## src/rtl/sipo_pkg.sv

```systemverilog
// Shared types and constants for the serial-in/parallel-out receiver.
// Optional PARITY_EN build adds a trailing even-parity bit per word.
package sipo_pkg;

    localparam logic DIR_MSB_FIRST = 1'b0;
    localparam logic DIR_LSB_FIRST = 1'b1;

    localparam int SIPO_N     = 8;
    localparam int SIPO_CNT_W = $clog2(SIPO_N);

    typedef enum logic {
        S_DATA   = 1'b0,
        S_PARITY = 1'b1
    } state_t;

endpackage : sipo_pkg

```

## src/rtl/sipo_if.sv

```systemverilog
// Bundle for the receiver: serial bit input side plus the parallel word output side.
// Built with or without PARITY_EN; the signal list is identical in both builds.
interface sipo_if #(parameter int N = 8);
    import sipo_pkg::*;

    // Serial side has no back-pressure: a bit is taken on every edge with sin_valid=1.
    // Word side is valid/ready: p_data is held stable while p_valid=1 and transfers
    // on an edge where p_valid & p_ready; p_valid never drops without a transfer.
    logic         sin_valid;
    logic         sin_bit;
    logic         sin_sync;
    logic         dir_in;
    logic [N-1:0] p_data;
    logic         p_valid;
    logic         p_ready;
    logic         overrun;
    logic         p_perr;
    state_t       state_dbg;

    modport master (
        output sin_valid, sin_bit, sin_sync, dir_in, p_ready,
        input  p_data, p_valid, overrun, p_perr, state_dbg
    );

    modport slave (
        input  sin_valid, sin_bit, sin_sync, dir_in, p_ready,
        output p_data, p_valid, overrun, p_perr, state_dbg
    );

endinterface : sipo_if

```

## src/rtl/sipo_out_buf.sv

```systemverilog
// One-entry valid/ready output register for assembled words and their parity flag.
// A word completing while the entry is full and not being drained is dropped with an overrun pulse.
module sipo_out_buf #(
    parameter int N = 8
) (
    input  logic         clk,
    input  logic         rst,
    input  logic         load_valid,
    input  logic [N-1:0] load_data,
    input  logic         load_perr,
    input  logic         p_ready,
    output logic [N-1:0] p_data,
    output logic         p_valid,
    output logic         p_perr,
    output logic         overrun
);

    always_ff @(posedge clk) begin
        if (rst) begin
            p_data  <= '0;
            p_valid <= 1'b0;
            p_perr  <= 1'b0;
            overrun <= 1'b0;
        end else begin
            overrun <= 1'b0;
            if (load_valid) begin
                if (p_valid && !p_ready) begin
                    overrun <= 1'b1;
                end else begin
                    p_data  <= load_data;
                    p_perr  <= load_perr;
                    p_valid <= 1'b1;
                end
            end else if (p_valid && p_ready) begin
                // p_data is left as-is; only the flags follow the entry being emptied
                p_valid <= 1'b0;
                p_perr  <= 1'b0;
            end
        end
    end

endmodule : sipo_out_buf

```

## src/rtl/sipo_deserializer.sv

```systemverilog
// Serial-in/parallel-out receiver: shift register, bit counter and framing FSM feeding sipo_out_buf.
// Define PARITY_EN to expect one even-parity bit after every N data bits.
module sipo_deserializer
    import sipo_pkg::*;
#(
    parameter int N = SIPO_N
) (
    input  logic clk,
    input  logic rst,
    sipo_if.slave bus
);

    localparam int CW = $clog2(N);

    state_t        state;
    logic [CW-1:0] cnt;
    logic [N-1:0]  sreg;
    logic          dir_q;

    state_t        eff_state;
    logic [CW-1:0] eff_cnt;
    logic          dir_use;
    logic          last_bit;
    logic [N-1:0]  shifted;
    logic          done;
    logic [N-1:0]  word;
    logic          perr;

    // sin_sync acts as if the counter were already back at bit 0 for this edge's bit
    always_comb begin
        eff_state = bus.sin_sync ? S_DATA : state;
        eff_cnt   = bus.sin_sync ? '0 : cnt;
        dir_use   = (eff_cnt == '0) ? bus.dir_in : dir_q;
        last_bit  = (eff_cnt == CW'(N - 1));
        shifted   = (dir_use == DIR_LSB_FIRST) ? {bus.sin_bit, sreg[N-1:1]}
                                               : {sreg[N-2:0], bus.sin_bit};
        done      = 1'b0;
        word      = shifted;
        perr      = 1'b0;
`ifdef PARITY_EN
        if (bus.sin_valid && eff_state == S_PARITY) begin
            done = 1'b1;
            word = sreg;
            perr = (^sreg) ^ bus.sin_bit;
        end
`else
        if (bus.sin_valid && eff_state == S_DATA && last_bit) begin
            done = 1'b1;
        end
`endif
    end

    always_ff @(posedge clk) begin
        if (rst) begin
            state <= S_DATA;
            cnt   <= '0;
            sreg  <= '0;
            dir_q <= DIR_MSB_FIRST;
        end else begin
            if (bus.sin_sync) begin
                cnt   <= '0;
                state <= S_DATA;
            end
            if (bus.sin_valid) begin
                if (eff_state == S_PARITY) begin
                    state <= S_DATA;
                    cnt   <= '0;
                end else begin
                    sreg <= shifted;
                    if (eff_cnt == '0) begin
                        dir_q <= bus.dir_in;
                    end
                    if (last_bit) begin
                        cnt <= '0;
`ifdef PARITY_EN
                        state <= S_PARITY;
`endif
                    end else begin
                        cnt <= eff_cnt + CW'(1);
                    end
                end
            end
        end
    end

    assign bus.state_dbg = state;

    sipo_out_buf #(.N(N)) u_out_buf (
        .clk        (clk),
        .rst        (rst),
        .load_valid (done),
        .load_data  (word),
        .load_perr  (perr),
        .p_ready    (bus.p_ready),
        .p_data     (bus.p_data),
        .p_valid    (bus.p_valid),
        .p_perr     (bus.p_perr),
        .overrun    (bus.overrun)
    );

endmodule : sipo_deserializer

```

## src/flat_wrapper.sv

```systemverilog
// flat-port wrapper written by rule: the top's interface ports become plain ports
module sipo_deserializer_flat import sipo_pkg::*;
#(
    parameter int N = SIPO_N
)
  (clk, rst, bus_sin_valid, bus_sin_bit, bus_sin_sync, bus_dir_in, bus_p_ready, bus_p_data, bus_p_valid, bus_overrun, bus_p_perr, bus_state_dbg);
  sipo_if #(.N(N)) bus_i ();
  input  logic clk;
  input  logic rst;
  input wire logic [$bits(bus_i.sin_valid)-1:0] bus_sin_valid;
  input wire logic [$bits(bus_i.sin_bit)-1:0] bus_sin_bit;
  input wire logic [$bits(bus_i.sin_sync)-1:0] bus_sin_sync;
  input wire logic [$bits(bus_i.dir_in)-1:0] bus_dir_in;
  input wire logic [$bits(bus_i.p_ready)-1:0] bus_p_ready;
  output wire logic [$bits(bus_i.p_data)-1:0] bus_p_data;
  output wire logic [$bits(bus_i.p_valid)-1:0] bus_p_valid;
  output wire logic [$bits(bus_i.overrun)-1:0] bus_overrun;
  output wire logic [$bits(bus_i.p_perr)-1:0] bus_p_perr;
  output wire logic [$bits(bus_i.state_dbg)-1:0] bus_state_dbg;
  assign bus_i.sin_valid = bus_sin_valid;
  assign bus_i.sin_bit = bus_sin_bit;
  assign bus_i.sin_sync = bus_sin_sync;
  assign bus_i.dir_in = bus_dir_in;
  assign bus_i.p_ready = bus_p_ready;
  assign bus_p_data = bus_i.p_data;
  assign bus_p_valid = bus_i.p_valid;
  assign bus_overrun = bus_i.overrun;
  assign bus_p_perr = bus_i.p_perr;
  assign bus_state_dbg = bus_i.state_dbg;
  sipo_deserializer #(.N(N)) u_core (.clk(clk), .rst(rst), .bus(bus_i));
endmodule
```

## config.mk

```make
export PLATFORM = sky130hd
export DESIGN_NAME = sipo_deserializer_flat
export DESIGN_NICKNAME = d
export VERILOG_FILES = /design/src/rtl/sipo_pkg.sv /design/src/rtl/sipo_if.sv /design/src/rtl/sipo_out_buf.sv /design/src/rtl/sipo_deserializer.sv /design/src/flat_wrapper.sv
export SDC_FILE = /design/constraint.sdc
export NUM_CORES = 1
export LEC_CHECK = 0
export CORE_MARGIN = 10
export CORE_UTILIZATION = 46
export DETAILED_ROUTE_END_ITERATION = 8
export HOLD_SLACK_MARGIN = 0.1
export PLACE_DENSITY_LB_ADDON = 0.12
export SLEW_MARGIN = 10
export SYNTH_ARGS = -nofsm -noshare
export SYNTH_HDL_FRONTEND = slang
export SYNTH_SLANG_ARGS = --single-unit
```

## constraint.sdc

```tcl
create_clock -name clk -period 3.5 [get_ports clk]
set_input_delay 1.05 -clock clk [delete_from_list [all_inputs] [get_ports clk]]
set_output_delay 1.05 -clock clk [all_outputs]
set_load 0.02 [all_outputs]
```

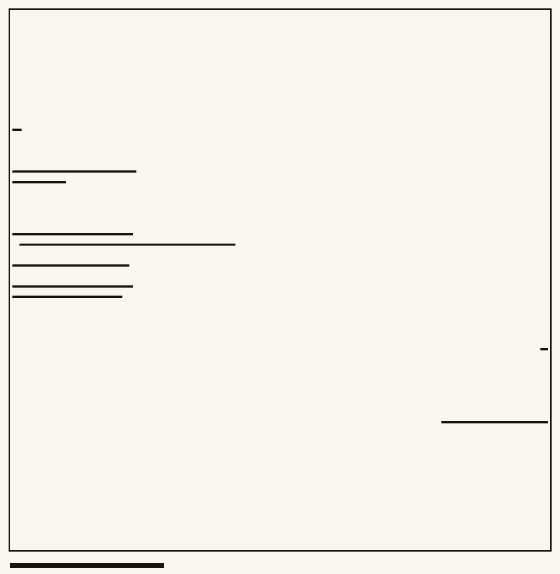
Run 1: signal wires on met3
The bar under the picture is 20 µm long.
- main direction: horizontal
- nets with wire on the layer: 9
- wire length on this layer: 125 µm
- longest straight run: 27.8 µm

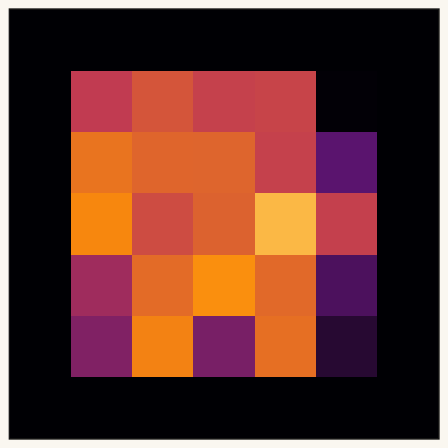
Run 1: cell density map
7 x 7 tiles, from black (low) to pale yellow (high), 0 to 100% covered.
- densest ninth of the die: middle
- tiles over 75% full: 4.1%
- mean over tiles: 27%
- fullest tile: 85%
- nearly empty tiles: 51%

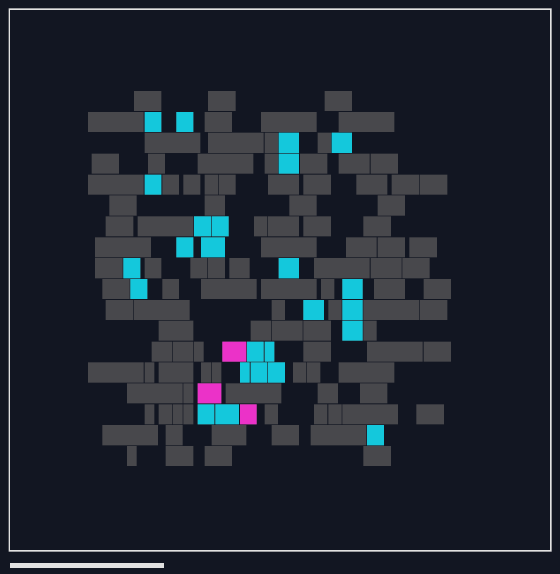
Run 1: selected gate families
The bar under the picture is 20 µm long.
- cyan: nand cells (cells 25)
- magenta: and/or cells (cells 3)

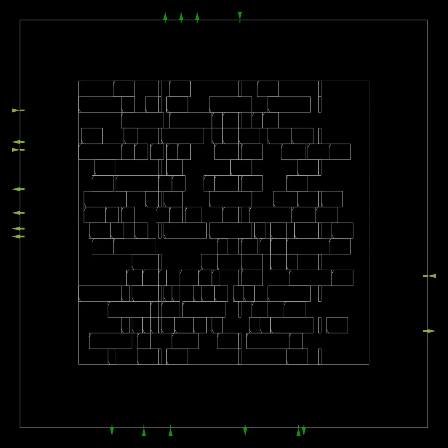
Run 1: placement view
flop share of the area: 0.339
CORE AREA: 2450 µm²
Final Util: 0.552

==> flow_metrics.py, run 1 <==
# Metrics from the implementation run
metrics = {
    "finish": {
        "comb_share": 0.470,
        "dominant_cells": "multi-input combinational cells",
        "buffer_area_frac": 0.131,
        "final-clk-cell-share": 0.0203,
        "syn_to_final_growth_pct": 16.3,
        "final_area_um2": 1360,
        "stdcell_count": 164,
        "antenna_cells": 0,
    },
    "critical_path": {
        "critPathCapture": "u_core.u_out_buf.p_data[0]",
        "cp_max_fo": 9,
        "critPathSlowestCell": "clkdlybuf4s50_1",
        "cp_cell_sequence": "clkdlybuf4s50_1, or2b_2, inv_1, ha_1, and4_1, nand2b_2, o22ai_1",
        "arrival_ns": 2.84,
        "cp_num_cells": 7,
        "cp-end-kind": "flop",
        "r2r_cells": 6,
        "cp_top_family": "simple AND/OR/NAND/NOR gates",
        "critical_path_buf_inv_count": 2,
        "r2r_end": "u_core.u_out_buf.p_data[0]",
        "r2r-start": "u_core.cnt[2]",
    },
    "yosys": {
        "synth-edff-count": 0,
        "ys_top_cells_by_area": "dfxtp_1 39%, mux2i_1 14%, mux2_2 7.7%",
        "postSynthCellCount": 120,
        "ys_top_cells_by_count": "23 x dfxtp_1, 16 x mux2i_1, 11 x nand2b_1",
        "syn_area_per_cell_um2": 9.72,
        "synth_cell_types": 26,
        "top_cell": "dfxtp_1",
        "synth_area_um2": 1170,
        "synthArstFlopShare": 0,
        "yosysWarnings": 0,
        "yosys_cells": 120,
    },
    "final_timing": {
        "slew_viol_final": 0,
        "worst_slack_ns": 0.889,
        "max_freq_mhz": 383,
        "slew_headroom": 0.657,
        "rsz0062_at_grt": "no",
        "fin_skew_ns": 0.0188,
        "period_minus_slack_ns": 2.61,
        "finalSetupViolCount": 0,
    },
    "clock_tree": {
        "post-cts-setup-buffers": 0,
        "numCtsBuffers": 3,
        "clk_path_buf_depth": 2,
        "tritoncts": "yes",
        "clkSlewWorstSetupHoldPaths_ns": 0.11,
        "clockRootBuffer": "clkbuf_4",
        "cts_max_level": 1,
    },
    "placement": {
        "post_dp_cell_area_um2": 1330,
        "dp_hpwl_mm": 1.73,
        "place_congestion": 0.786,
    },
    "grt": {
        "grt_util_met1": 0.124,
        "grt_pass1_wl_mm": 3.96,
        "track_usage": 0.0927,
        "grt_overflow": 0,
        "grt_max_degree": 18,
        "grt_pass1_vias": 803,
        "top_usage_layer": "met2",
    },
    "run_status": {
        "status": "complete, no violations",
    },
    "power_and_ir_drop": {
        "seqPwrFrac": 0.621,
        "p_clk_frac": 0.279,
        "ir_drop_v": 0.000211,
        "p_per_area_nw_per_um2": 320,
        "pg_comb_w": 0.0000434,
        "power_w": 0.000434,
        "p_leak_nw": 0.487,
        "internal_power_w": 0.000331,
    },
    "die": {
        "die_h_um": 70.4,
        "rows": 18,
        "die_area_um2": 4950,
        "io_pins": 19,
        "die_x_um": 70.4,
    },
    "detailed_routing": {
        "via_per_inst": 5.24,
        "dr_wl_met2_um": 985,
        "firstDrtPassIters": 4,
        "met3_length_um": 125,
        "ant_nets": 0,
        "highest-signal-layer": "met4",
        "wirelength_mm": 2.33,
        "drt_iter0_markers": 46,
    },
    "flow_run": {
        "maxCapViolations": 0,
    },
    "hold_path": {
        "hold_depth": 2,
        "min_to": "u_core.u_out_buf.p_data[7]",
        "holdCritStartpoint": "u_core.u_out_buf.p_data[7]",
        "hp-class": "flop to flop",
    },
}
-- run 1: layout by cell type, fill, tap and decap left out, types with 2 or more instances in the layout --
cell type / synthesis / layout
dfxtp_1: 23 / 23
nand2b_2: 2 / 2
nand2b_1: 11 / 11
mux2_2: 8 / 8
a22oi_1: 2 / 2
o21ai_0: 9 / 9
o22ai_1: 8 / 8
nor3_1: 2 / 2
mux2i_1: 16 / 16
clkdlybuf4s50_1: 0 / 17
ha_1: 3 / 3
nor2_1: 4 / 4
inv_1: 4 / 4
clkbuf_4: 0 / 3
a21oi_1: 3 / 3
nand2_1: 2 / 2
nand3b_1: 8 / 8
-- run 1: cells by family after synthesis --
logic type	synth area share
simple gates	0.190
mux	0.215
flops	0.395
compound gates	0.107
buf+inv	0.0579
fa+ha+maj	0.0322
other cells	0.00322
Run 1, port wiring:
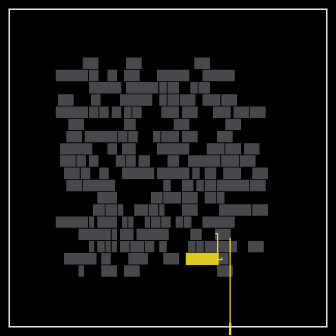

==> run 2: changes to the inputs <==
==> constraint.sdc (replaced) <==
create_clock -name clk -period 2.6 [get_ports clk]
set_input_delay 0.78 -clock clk [delete_from_list [all_inputs] [get_ports clk]]
set_output_delay 0.78 -clock clk [all_outputs]
set_load 0.02 [all_outputs]
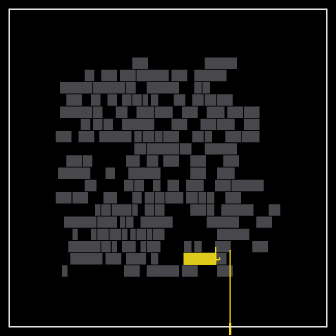
Run 2: port wiring
- yellow: bus_p_valid (bits 1; direction output; edge bottom; end cells 1; buffers 1; wire 21.2 µm)

==> flow_metrics.py, run 2 <==
# Metrics from the implementation run
metrics = {
    "run_status": {
        "status": "complete, no violations",
    },
    "detailed_routing": {
        "wirelength_mm": 2.42,
        "met3_length_um": 156,
        "drt_iter0_markers": 43,
        "via_per_inst": 5.52,
    },
    "finish": {
        "syn_to_final_growth_pct": 17.5,
        "lay_top_count": "dfxtp_1",
        "final_util": 0.558,
        "antenna_cells": 0,
        "dominant_cells": "multi-input combinational cells",
        "seq_share": 0.336,
        "final-clk-cell-share": 0.0192,
    },
    "critical_path": {
        "r2r_end": "u_core.u_out_buf.p_data[5]",
        "cp_cell_sequence": "clkdlybuf4s50_1, or2b_2, inv_1, ha_1, and4_1, nand2b_2, o22ai_1",
        "cp_top_family": "simple AND/OR/NAND/NOR gates",
        "cp-end-kind": "flop",
        "critical_path_buf_inv_count": 2,
        "cp_max_fo": 8,
        "r2r-start": "u_core.cnt[2]",
    },
    "clock_tree": {
        "tritoncts": "yes",
        "post-cts-setup-buffers": 0,
        "clkSlewWorstSetupHoldPaths_ns": 0.12,
        "clockRootBuffer": "clkbuf_4",
    },
    "yosys": {
        "ys_sh_adder": 0.0322,
        "xor_area_frac": 0,
        "synthArstFlopShare": 0,
        "synth-edff-count": 0,
        "synth_compound_gate_area_share": 0.107,
    },
    "final_timing": {
        "slew_viol_final": 0,
        "finalSetupViolCount": 0,
        "period_minus_slack_ns": 2.25,
        "max_freq_mhz": 444,
    },
    "grt": {
        "grt_pass1_vias": 849,
        "grt_max_degree": 15,
    },
    "power_and_ir_drop": {
        "internal_power_w": 0.000448,
        "p_leak_nw": 0.494,
        "power_w": 0.000586,
        "p_clk_frac": 0.279,
        "pg_comb_w": 0.0000598,
        "ir_drop_v": 0.000257,
    },
    "hold_path": {
        "hp-class": "flop to flop",
    },
    "die": {
        "die_x_um": 70.4,
        "rows": 18,
        "die_h_um": 70.4,
    },
    "placement": {
        "place_congestion": 0.781,
    },
}
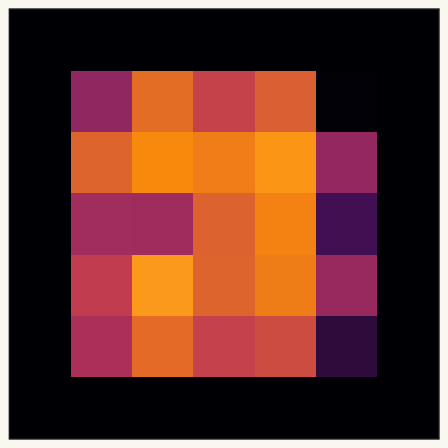
Run 2: cell density map
7 x 7 tiles, from black (low) to pale yellow (high), 0 to 100% covered.
- mean over tiles: 27%
- nearly empty tiles: 51%
- fullest tile: 78%

## run 2: cell counts after synthesis
No cell type changed its count.
## run 2: worst min-delay path by stage
stage                                      end  slack (ns)  depth (start not counted)
floorplan                       u_core.sreg[0]        0.48                          2
global placement    u_core.u_out_buf.p_data[7]        0.48                          2
detailed placement  u_core.u_out_buf.p_data[0]        0.47                          2
CTS                 u_core.u_out_buf.p_data[0]        0.50                          2
global route        u_core.u_out_buf.p_data[7]        0.52                          2
finish              u_core.u_out_buf.p_data[6]        0.49                          2
## run 2: metrics by stage
step | cells | hold slack, ns
after floorplan | 120 | 0.476
after global placement | 162 | 0.478
after detailed placement | 162 | 0.474
after CTS | 166 | 0.495
after global routing | 166 | 0.521
final | 166 | 0.494
